--- src/rtl/membus_arbiter_if.sv ---
// Bus bundle between the two requesters (M0 = CPU, M1 = DMA), the arbiter and the single-port DataMemory.
// The slave modport is the arbiter's view; the master modport is the requester/memory side.
interface membus_arbiter_if;
  logic        M0_Read,       M1_Read;
  logic        M0_Write,      M1_Write;
  logic        M0_Lock,       M1_Lock;
  logic [31:0] M0_Address,    M1_Address;
  logic [31:0] M0_Write_Data, M1_Write_Data;
  logic        M0_Ready,      M1_Ready;
  logic [31:0] M0_Read_Data,  M1_Read_Data;
  logic        Mem_Read,      Mem_Write;
  logic [31:0] Mem_Address,   Mem_Write_Data;
  logic [31:0] Mem_Read_Data;

  modport slave (
    input  M0_Read, M1_Read, M0_Write, M1_Write, M0_Lock, M1_Lock,
    input  M0_Address, M1_Address, M0_Write_Data, M1_Write_Data,
    input  Mem_Read_Data,
    output M0_Ready, M1_Ready, M0_Read_Data, M1_Read_Data,
    output Mem_Read, Mem_Write, Mem_Address, Mem_Write_Data
  );

  modport master (
    output M0_Read, M1_Read, M0_Write, M1_Write, M0_Lock, M1_Lock,
    output M0_Address, M1_Address, M0_Write_Data, M1_Write_Data,
    output Mem_Read_Data,
    input  M0_Ready, M1_Ready, M0_Read_Data, M1_Read_Data,
    input  Mem_Read, Mem_Write, Mem_Address, Mem_Write_Data
  );
endinterface

--- src/rtl/membus_arbiter.sv ---
// Two-master arbiter for a single-port data memory; one access per cycle, owner routed combinationally.
// Define MEMBUS_ARBITER_RR_EN for round-robin ties and MAX_HOLD preemption; default is fixed M0 priority.
//
// state | meaning
// IDLE  | no owner; arbitrate requests for the next cycle
// OWN0  | M0 (CPU) owns the memory port
// OWN1  | M1 (DMA) owns the memory port
module membus_arbiter #(
  parameter int MAX_HOLD = 8
) (
  input logic              clk,
  input logic              reset,
  membus_arbiter_if.slave  bus
);

  localparam int HW = $clog2(MAX_HOLD) + 1;

  typedef enum logic [1:0] {IDLE, OWN0, OWN1} state_t;

  state_t          state;
  logic            last_owner;
  logic [HW-1:0]   hold_cnt;

  logic m0_req, m1_req;
  logic owning, owner;
  logic own_req, own_read, own_write, own_lock, other_req;
  logic xfer, preempt, stay, tie_win, idle_win;

  assign m0_req    = bus.M0_Read | bus.M0_Write;
  assign m1_req    = bus.M1_Read | bus.M1_Write;

  assign owning    = (state == OWN0) || (state == OWN1);
  assign owner     = (state == OWN1);
  assign own_req   = owner ? m1_req      : m0_req;
  assign other_req = owner ? m0_req      : m1_req;
  assign own_read  = owner ? bus.M1_Read  : bus.M0_Read;
  assign own_write = owner ? bus.M1_Write : bus.M0_Write;
  assign own_lock  = owner ? bus.M1_Lock  : bus.M0_Lock;
  assign xfer      = owning & own_req;

`ifdef MEMBUS_ARBITER_RR_EN
  // Counter holds transfers already done in this tenure, so this cycle's transfer is the MAX_HOLD-th.
  assign preempt   = xfer & other_req & (hold_cnt >= HW'(MAX_HOLD - 1));
  assign tie_win   = ~last_owner;
`else
  assign preempt   = 1'b0;
  assign tie_win   = 1'b0;
`endif

  assign stay      = xfer & (own_lock | ~other_req) & ~preempt;
  assign idle_win  = (m0_req & m1_req) ? tie_win : m1_req;

  assign bus.Mem_Write      = xfer & own_write;
  assign bus.Mem_Read       = xfer & own_read & ~own_write;
  assign bus.Mem_Address    = xfer ? (owner ? bus.M1_Address    : bus.M0_Address)    : '0;
  assign bus.Mem_Write_Data = xfer ? (owner ? bus.M1_Write_Data : bus.M0_Write_Data) : '0;
  assign bus.M0_Ready       = xfer & ~owner;
  assign bus.M1_Ready       = xfer & owner;
  assign bus.M0_Read_Data   = (xfer & ~owner) ? bus.Mem_Read_Data : '0;
  assign bus.M1_Read_Data   = (xfer & owner)  ? bus.Mem_Read_Data : '0;

  always_ff @(posedge clk or posedge reset) begin
    if (reset) begin
      state      <= IDLE;
      last_owner <= 1'b1;
      hold_cnt   <= '0;
    end else begin
      case (state)
        IDLE: begin
          if (m0_req | m1_req) begin
            state      <= idle_win ? OWN1 : OWN0;
            last_owner <= idle_win;
            hold_cnt   <= '0;
          end
        end
        OWN0, OWN1: begin
          if (stay) begin
            if (hold_cnt != HW'(MAX_HOLD))
              hold_cnt <= hold_cnt + 1'b1;
          end else if (other_req) begin
            state      <= owner ? OWN0 : OWN1;
            last_owner <= ~owner;
            hold_cnt   <= '0;
          end else begin
            state    <= IDLE;
            hold_cnt <= '0;
          end
        end
        default: begin
          state    <= IDLE;
          hold_cnt <= '0;
        end
      endcase
    end
  end

endmodule

--- src/flat_wrapper.sv ---
// flat-port wrapper written by rule: the top's interface ports become plain ports
module membus_arbiter_flat 
#(
  parameter int MAX_HOLD = 8
)
  (clk, reset, bus_M0_Read, bus_M1_Read, bus_M0_Write, bus_M1_Write, bus_M0_Lock, bus_M1_Lock, bus_M0_Address, bus_M1_Address, bus_M0_Write_Data, bus_M1_Write_Data, bus_Mem_Read_Data, bus_M0_Ready, bus_M1_Ready, bus_M0_Read_Data, bus_M1_Read_Data, bus_Mem_Read, bus_Mem_Write, bus_Mem_Address, bus_Mem_Write_Data);
  membus_arbiter_if bus_i ();
  input logic clk;
  input logic reset;
  input wire logic [$bits(bus_i.M0_Read)-1:0] bus_M0_Read;
  input wire logic [$bits(bus_i.M1_Read)-1:0] bus_M1_Read;
  input wire logic [$bits(bus_i.M0_Write)-1:0] bus_M0_Write;
  input wire logic [$bits(bus_i.M1_Write)-1:0] bus_M1_Write;
  input wire logic [$bits(bus_i.M0_Lock)-1:0] bus_M0_Lock;
  input wire logic [$bits(bus_i.M1_Lock)-1:0] bus_M1_Lock;
  input wire logic [$bits(bus_i.M0_Address)-1:0] bus_M0_Address;
  input wire logic [$bits(bus_i.M1_Address)-1:0] bus_M1_Address;
  input wire logic [$bits(bus_i.M0_Write_Data)-1:0] bus_M0_Write_Data;
  input wire logic [$bits(bus_i.M1_Write_Data)-1:0] bus_M1_Write_Data;
  input wire logic [$bits(bus_i.Mem_Read_Data)-1:0] bus_Mem_Read_Data;
  output wire logic [$bits(bus_i.M0_Ready)-1:0] bus_M0_Ready;
  output wire logic [$bits(bus_i.M1_Ready)-1:0] bus_M1_Ready;
  output wire logic [$bits(bus_i.M0_Read_Data)-1:0] bus_M0_Read_Data;
  output wire logic [$bits(bus_i.M1_Read_Data)-1:0] bus_M1_Read_Data;
  output wire logic [$bits(bus_i.Mem_Read)-1:0] bus_Mem_Read;
  output wire logic [$bits(bus_i.Mem_Write)-1:0] bus_Mem_Write;
  output wire logic [$bits(bus_i.Mem_Address)-1:0] bus_Mem_Address;
  output wire logic [$bits(bus_i.Mem_Write_Data)-1:0] bus_Mem_Write_Data;
  assign bus_i.M0_Read = bus_M0_Read;
  assign bus_i.M1_Read = bus_M1_Read;
  assign bus_i.M0_Write = bus_M0_Write;
  assign bus_i.M1_Write = bus_M1_Write;
  assign bus_i.M0_Lock = bus_M0_Lock;
  assign bus_i.M1_Lock = bus_M1_Lock;
  assign bus_i.M0_Address = bus_M0_Address;
  assign bus_i.M1_Address = bus_M1_Address;
  assign bus_i.M0_Write_Data = bus_M0_Write_Data;
  assign bus_i.M1_Write_Data = bus_M1_Write_Data;
  assign bus_i.Mem_Read_Data = bus_Mem_Read_Data;
  assign bus_M0_Ready = bus_i.M0_Ready;
  assign bus_M1_Ready = bus_i.M1_Ready;
  assign bus_M0_Read_Data = bus_i.M0_Read_Data;
  assign bus_M1_Read_Data = bus_i.M1_Read_Data;
  assign bus_Mem_Read = bus_i.Mem_Read;
  assign bus_Mem_Write = bus_i.Mem_Write;
  assign bus_Mem_Address = bus_i.Mem_Address;
  assign bus_Mem_Write_Data = bus_i.Mem_Write_Data;
  membus_arbiter #(.MAX_HOLD(MAX_HOLD)) u_core (.clk(clk), .reset(reset), .bus(bus_i));
endmodule
--- config.mk ---
export PLATFORM = sky130hd
export DESIGN_NAME = membus_arbiter_flat
export DESIGN_NICKNAME = d
export VERILOG_FILES = /design/src/rtl/membus_arbiter_if.sv /design/src/rtl/membus_arbiter.sv /design/src/flat_wrapper.sv
export SDC_FILE = /design/constraint.sdc
export NUM_CORES = 1
export LEC_CHECK = 0
export CELL_PAD_IN_SITES_DETAIL_PLACEMENT = 0
export CELL_PAD_IN_SITES_GLOBAL_PLACEMENT = 1
export CORE_ASPECT_RATIO = 1.25
export CORE_MARGIN = 10
export CORE_UTILIZATION = 10
export DETAILED_ROUTE_END_ITERATION = 8
export PLACE_DENSITY_LB_ADDON = 0.2
export SETUP_SLACK_MARGIN = 0.05
export SKIP_LAST_GASP = 1
export SYNTH_ARGS = -nofsm -noshare
export SYNTH_HDL_FRONTEND = slang
export SYNTH_SLANG_ARGS = --single-unit
--- constraint.sdc ---
create_clock -name clk -period 2.1 [get_ports clk]
set_input_delay 0.21 -clock clk [delete_from_list [all_inputs] [get_ports clk]]
set_output_delay 0.21 -clock clk [all_outputs]
set_load 0.01 [all_outputs]
### Wires at chosen ports, followed through buffers

Scale bar: 20 um.
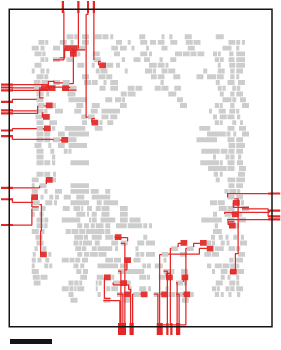
[bus_M1_Address] red | bits: 32 | direction: input | end cells: 32 | buffers: 32 | wire: 970 um
# IOs: 300
IO Port Bufs: 299

### Congestion heat map

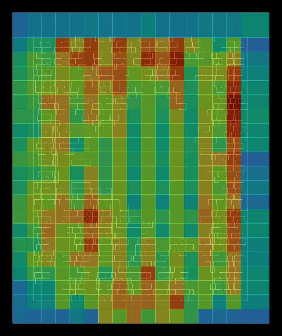
GR Layer Usage met1: 11.8%
drt wl/cell: 21.5 um
GR Util met2: 26.0%
met3 Usage GRT: 5.20%

==> worst max-delay path: cells and delay by family (launching register included) <==
kind,cells,cell delay (ns)
DFF,1,0.40
and+or+nand+nor,3,0.40
buffers and inverters,4,0.71
adders and majority gates,1,0.16
==> final cells by class <==
class                   instances  area, um^2  area share [%]
clock buffers                   3        75.1            1.54
inverters                       4        15.0           0.309
multi-input cells             158        1240            25.6
flip-flops and latches          2        50.0            1.03
well taps                     171         214            4.40
repair buffers                348        3260            67.1
==> cell families (layout without fill, tap and decap cells) <==
kind of cell	Yosys count	count (layout)	synth area share [%]
DFF	2	2	3.70
muxes	3	3	2.31
AOI/OAI and AO/OA	73	73	46.8
and+or+nand+nor	78	78	35.6
adders and majority gates	4	4	3.70
buffers and inverters	25	355	7.86
==> stage by stage <==
step | cell area (um^2) | util [%] | TNS (ns)
2_1_floorplan | 1350 | - | 0
3_3_place_gp | 4660 | 35.2 | -8.74
3_5_place_dp | 4660 | 35.2 | -9.79
4_1_cts | 5020 | 37.9 | -14.52
5_1_grt | 4860 | 36.7 | -1.30
6_report | 4860 | 36.7 | -0.000741
==> layout by cell type (no fill, tap or decap), drive strengths merged, types with 2 or more instances in the layout <==
cell type	n
a211o	2
dfrtp	2
and2	64
a22o	64
nand2b	2
clkbuf	50
ha	4
inv	4
dlygate4sd2	2
dlymetal6s2s	12
nor2	7
o31ai	2
clkdlybuf4s15	7
mux2i	2
buf	113
clkdlybuf4s50	167
==> power by group <==
part	internal (W)	switching [W]	total, W
Combinational	0.00292	0.00238	0.00529
Sequential	0.0000586	0.0000161	0.0000747
Clock	0.000242	0.0000426	0.000285
==> worst max path at each step <==
stage,slack (ns),cells past startpoint,startpoint,end
after floorplan,0.28,8,u_core.state[1],bus_Mem_Read
after global routing,-0.07,8,u_core.state[1],bus_M0_Read_Data[6]
after CTS,-0.36,9,u_core.state[0],bus_Mem_Write_Data[6]
after global placement,-0.14,7,u_core.state[1],bus_Mem_Write_Data[6]
after detailed placement,-0.14,7,u_core.state[1],bus_Mem_Write_Data[6]
final,-0.0007,8,u_core.state[1],bus_M0_Read_Data[6]
==> per-layer routing <==
layer,up-vias,GRT usage [%],share of wire (%)
li1,1355,-,-
met1,1279,11.8,34
met2,191,26.0,56
met3,6,5.20,9.9
met4,0,1.38,0.46
met5,-,0,0
==> what timing repair did <==
item	4_1_cts	5_1_grt
cloned	6	9
buffers inserted	12	8
gates resized	248	231
pin swaps	0	15
setup endpoints to repair	132	129
==> results.ini <==
[power_and_ir_drop]
ir_drop_uv = 533
p_per_area_nw_per_um2 = 1160
power_w = 0.00565
power_leakage_nw = 2.45

[worst_setup_path]
start_kind = flop
cp_data_required_time_ns = 1.89
reg2reg_depth = 8
cpPeakStageDelay_ns = 0.40
worstSetupPathType = reg2out
critical_path_arrival_ns = 1.89
r2r_start = u_core.state[0]
cpMaxStageDelayCell = dfrtp_1
timing.rr.end = u_core.state[0]
worstPathCellList = buf_6 -> ha_4 -> nand2b_4 -> nor2_4 -> buf_4 -> buf_16 -> and2_1 -> dlygate4sd2_1
r2r_setup_slack_ns = 0.11
crit_fanout = 24
cp-end-kind = output port

[placement]
place_hpwl_um = 10800
dp.cells = 652
gp_congestion = 0.850
dp_slack_ns = -0.138

[global_route]
grt_pass1_vias = 2919
antenna_found_initial = 0
grt_overflow = 0
grtUsageTotal_pct = 12.9
grt_pass1_wl_um = 18300
grt_max_degree = 26

[job]
tool_warnings = 31
drv_cap = 0

[synth]
ys_chip_area_um2 = 1350
ys_cells = 185
synthTopCellsByArea = a22o_1 (41%), and2_1 (30%), clkbuf_1 (4.2%)
top_area_share_pct = 41.4
yosysTopAreaCell = a22o_1
yosys_warnings = 0
ys_seq_share_pct = 3.70
ys.flops = 2
synth.distinct_cells = 26
async_flop_share_pct = 100
ys.flop_type = dfrtp_1
synthTopCellsByCount = a22o_1 (64), and2_1 (64), clkbuf_1 (15)
syn_area_um2 = 1350
fp_nets = 357
edf_count = 0
syn-instance-count = 185
postSynthAreaPerCell_um2 = 7.31

[sta]
skew_ns = 0.000960
relSlewSlack_pct = 81.5
setup_slack_ns = -0.000741
hold_viol = 0
worst_pin_slew_ns = 0.276
drv_slew = 0
setup_viol = 1
fin_crit_sh_pct = 100
rsz0062_at_grt = true
fin_crit_ns = 2.10
hold_ws_ns = 0.153
fmax_ghz = 0.476

[clock_tree]
clock_path_buffers = 2
clk_pin_slew_worst_paths_ns = 0.03
cts_root_buf = clkbuf_16
clock_sinks = 2
htreeDepth = 1
numCtsBuffers = 3
cts_hold_buffers = 0
cts_tree = done
worstSkewPairLatency_ns = 0.22

[outcome]
status = finished, violations left
violations = setup timing

[die]
design.die.area_um2 = 18600
die_y_um = 150
core_um2 = 13200
placementRows = 47
fp_util_pct = 10.2
fp.dieW_um = 124

[finish]
diodes = 0
top_register = u_core.state
fill_cells = 1386
area_growth_pct = 259
nNetsFinal = 689
drive_above_1_share_pct = 34.6
reg.largest.list = u_core.state: 2 flops
largest_register_ffs = 2
fin_cells = 686

[routing]
detail_route.vias_per_cell = 4.13
drc = 0
ant_nets = 0
vias = 2831
drt_pass1_iterations = 4
wirelength_um = 14700
drtIter0Drc = 56

[hold_path]
hp-class = in2async

Power is estimated from default activity; no workload was simulated.
